### src/rtl/rr_mux_reg.sv
// Registered N:1 channel multiplexer with a valid/ready handshake on every channel and on the output.
// Arbitration is round-robin (ARB_MODE=0) or fixed priority with the lowest index winning (ARB_MODE=1).
module rr_mux_reg #(
  parameter int unsigned WIDTH    = 4,
  parameter int unsigned NUM_IN   = 4,
  parameter int unsigned SEL_W    = 2,
  parameter int unsigned ARB_MODE = 0
) (
  input  logic                    clk,
  input  logic                    rst_n,
  input  logic [NUM_IN*WIDTH-1:0] in_data,
  input  logic [NUM_IN-1:0]       in_valid,
  output logic [NUM_IN-1:0]       in_ready,
  input  logic [NUM_IN-1:0]       chan_en,
  output logic [WIDTH-1:0]        out_data,
  output logic [SEL_W-1:0]        out_sel,
  output logic                    out_valid,
  input  logic                    out_ready
);

  logic [NUM_IN-1:0]   req;
  logic [NUM_IN-1:0]   grant;
  logic [2*NUM_IN-1:0] rot;
  logic                load;
  logic                found;
  logic                xfer;
  logic [SEL_W-1:0]    base;
  logic [SEL_W-1:0]    win_sel;
  logic [WIDTH-1:0]    win_data;
  logic [SEL_W-1:0]    ptr_q, ptr_d;
  logic [WIDTH-1:0]    out_data_q;
  logic [SEL_W-1:0]    out_sel_q;
  logic                out_valid_q;

  assign req  = in_valid & chan_en;
  assign load = !out_valid_q || out_ready;
  assign base = (ARB_MODE == 1) ? '0 : ptr_q;

  // Rotate the request vector so the search always starts at bit 0, then map back.
  always_comb begin
    rot     = {req, req} >> base;
    found   = 1'b0;
    win_sel = '0;
    for (int unsigned j = 0; j < NUM_IN; j++) begin
      if (!found && rot[j]) begin
        found   = 1'b1;
        win_sel = SEL_W'((32'(base) + j) % NUM_IN);
      end
    end
  end

  always_comb begin
    grant    = '0;
    win_data = '0;
    for (int unsigned i = 0; i < NUM_IN; i++) begin
      if (found && (win_sel == SEL_W'(i))) begin
        grant[i] = 1'b1;
        win_data = in_data[i*WIDTH +: WIDTH];
      end
    end
  end

  // Gating with rst_n keeps any handshake from completing while reset is held.
  assign in_ready = (rst_n && load) ? grant : '0;
  assign xfer     = |in_ready;
  assign ptr_d    = (win_sel == SEL_W'(NUM_IN - 1)) ? '0 : win_sel + SEL_W'(1);

  always_ff @(posedge clk or negedge rst_n) begin
    if (!rst_n) begin
      out_valid_q <= 1'b0;
      out_data_q  <= '0;
      out_sel_q   <= '0;
      ptr_q       <= '0;
    end else begin
      if (xfer) begin
        out_valid_q <= 1'b1;
        out_data_q  <= win_data;
        out_sel_q   <= win_sel;
        if (ARB_MODE == 0) begin
          ptr_q <= ptr_d;
        end
      end else if (out_ready) begin
        out_valid_q <= 1'b0;
      end
    end
  end

  assign out_data  = out_data_q;
  assign out_sel   = out_sel_q;
  assign out_valid = out_valid_q;

endmodule

### config.mk
export PLATFORM = sky130hd
export DESIGN_NAME = rr_mux_reg
export DESIGN_NICKNAME = d
export VERILOG_FILES = /design/src/rtl/rr_mux_reg.sv
export SDC_FILE = /design/constraint.sdc
export NUM_CORES = 1
export LEC_CHECK = 0
export ABC_AREA = 1
export CAP_MARGIN = 15
export CORE_MARGIN = 1.5
export CORE_UTILIZATION = 35
export DETAILED_ROUTE_END_ITERATION = 6
export GPL_TIMING_DRIVEN = 0
export HOLD_SLACK_MARGIN = 0.06
export PLACE_DENSITY = 0.71
export SYNTH_ARGS = -nofsm -noshare
export SYNTH_HDL_FRONTEND = slang
export SYNTH_SLANG_ARGS = --single-unit
### constraint.sdc
create_clock -name clk -period 2.9 [get_ports clk]
set_input_delay 0.435 -clock clk [delete_from_list [all_inputs] [get_ports clk]]
set_output_delay 0.435 -clock clk [all_outputs]
set_load 0.005 [all_outputs]
Fig. 1: the metal 2 layer
The bar under the picture is 20 µm long.
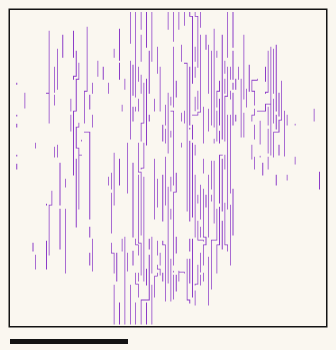
The layer carries 1330 µm of wire. The longest straight run is 25.2 µm. 185 nets have wire on it. The layer holds 51% of the routed length.
Routed WL: 2630 µm
met2 Usage GRT: 0.335
routed via count: 1098

Fig. 2: signal wires on met3
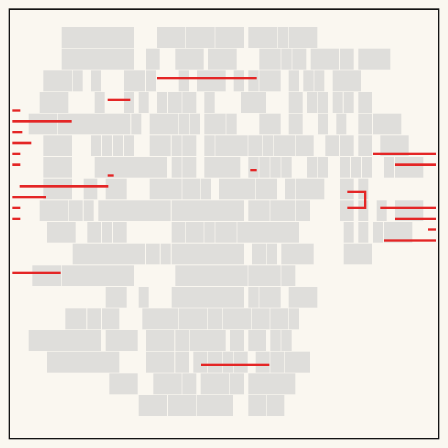
The longest straight run is 12.2 µm. The layer carries 94.6 µm of wire.
global-route met3 utilization: 0.0194

Fig. 3: met1 routing
The bar under the picture is 20 µm long. Supply wires on this layer in grey.
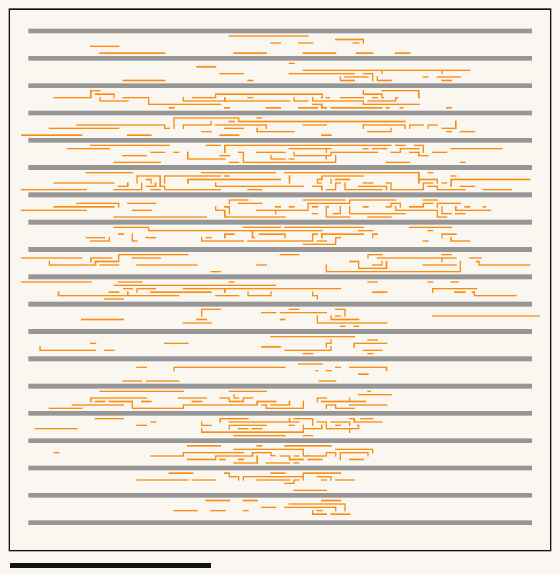
The layer holds 45% of the routed length. 203 nets have wire on it. The layer carries 1180 µm of wire.
GRT met1 Usage: 0.244

==> run summary <==
flow finished, numbers: Worst VDD drop 0.849 mV, Seq power 236 µW, critical path class input pin to output port, placed cell areas 0.00131 mm², number of enable flip-flop cells 0, DIE AREA 0.00289 mm², Top cell area share 0.250, initial DRC count 18, buffers plus inverters on the worst setup path 4, DIE HEIGHT 53.8 µm, first-pass GRT wire length 4180 µm, Setup crit end kind output port, antenna-violating nets left 0, count of tool warnings 29, Final Skew 0.860 ps, Pleak 0.759 nW, GRT overflow 0, Final #Nets 222, Logic pwr share 0.852, Clk power 94.3 µW, status completed, via density per instance 4.99, Design Area, Final 0.00152 mm², CP Cell Sequence clkdlybuf4s50_1 -> nand3_2 -> nand2_2 -> o21ai_4 -> nand4_1 -> buf_4 -> nand2_1 -> nand2_4 -> inv_2 -> ha_4 -> nand2_1 -> nor2_1 -> clkdlybuf4s15_1, Yosys reg bits 9, placed insts 207, ys cells 140, Top pwr grp combinational logic, Main synth FF type dfrtp_1, Crit path max-delay family buffers and inverters, sequential fraction of design power 0.105, worst slew pin tran 645 ps, yosys stat chip area 902 µm², Crit path top cell by count nand2_1, CP max stage cell clkdlybuf4s50_1, hold buffers post-CTS 0, Logic power comb 1.91 mW, Sw Ratio 0.518, Cell Area, Synth 902 µm², routability cong. 0.812, synthesis-to-layout area growth 68.0%, I/O pins 38, most numerous logic cells after layout nand2_1 (35), clkdlybuf4s50_1 (30), nand3_1 (26), Max-cap violations 0, number of global-route vias before repair 1026, dpl hpwl 1820 µm, top cells, area dfrtp_1 (25%), nand2_1 (17%), nand3_1 (17%), max incr delay on CP 450 ps
cell families (layout without fill, tap and decap cells):
| family | count (synthesis) | in the layout | synth area share |
|---|---|---|---|
| xor gates and xnor gates | 1 | 1 | 0.00971 |
| DFF | 9 | 9 | 0.250 |
| and+or+nand+nor | 90 | 90 | 0.462 |
| AOI/OAI and AO/OA | 15 | 15 | 0.115 |
| adders and majority gates | 4 | 4 | 0.0555 |
| buffers and inverters | 21 | 71 | 0.108 |
metal layers:
| layer | GRT usage | up-vias | routed length, µm |
|---|---|---|---|
| met4 | 0.0940 | 0 | 27 |
| met2 | 0.335 | 25 | 1330 |
| met3 | 0.0194 | 6 | 94 |
| met1 | 0.244 | 511 | 1180 |
| li1 | - | 556 | - |
| met5 | 0 | - | 0 |
repair_timing:
item | 4_1_cts | 5_1_grt
pin swaps | 9 | 5
setup buffers | 4 | 6
setup endpoints to repair | 4 | 4
resized | 27 | 10
layout make-up:
type                            count  area [µm²]  share of cell area
Tap cell                           30        37.5              0.0248
Buffer                              2        22.5              0.0149
Inverter                           18        73.8              0.0487
Timing Repair Buffer               47         447               0.295
Sequential cell                     9         225               0.149
Clock buffer                        4        26.3              0.0173
Multi-Input combinational cell    110         683               0.451
state kept, by name (all words and copies together) (netlist names):
register,flops
out_valid,1
out_sel,2
out_data,4
base,2
path summary, 6_finish.rpt:
kind | startpoint | endpoint | slack [ps] | depth (start not counted)
max reg2reg | base[1] | out_data[0] | 380 | 14
max in group asynchronous | rst_n | out_sel[0] | 2150 | 1
min | rst_n | out_data[3] | 470 | 1
max | chan_en[2] | in_ready[1] | 90 | 13
min reg2reg | out_data[3] | out_data[3] | 490 | 2
min in group clk | out_data[3] | out_data[3] | 490 | 2
No activity file was given, so power comes from the tool's default toggle rates.
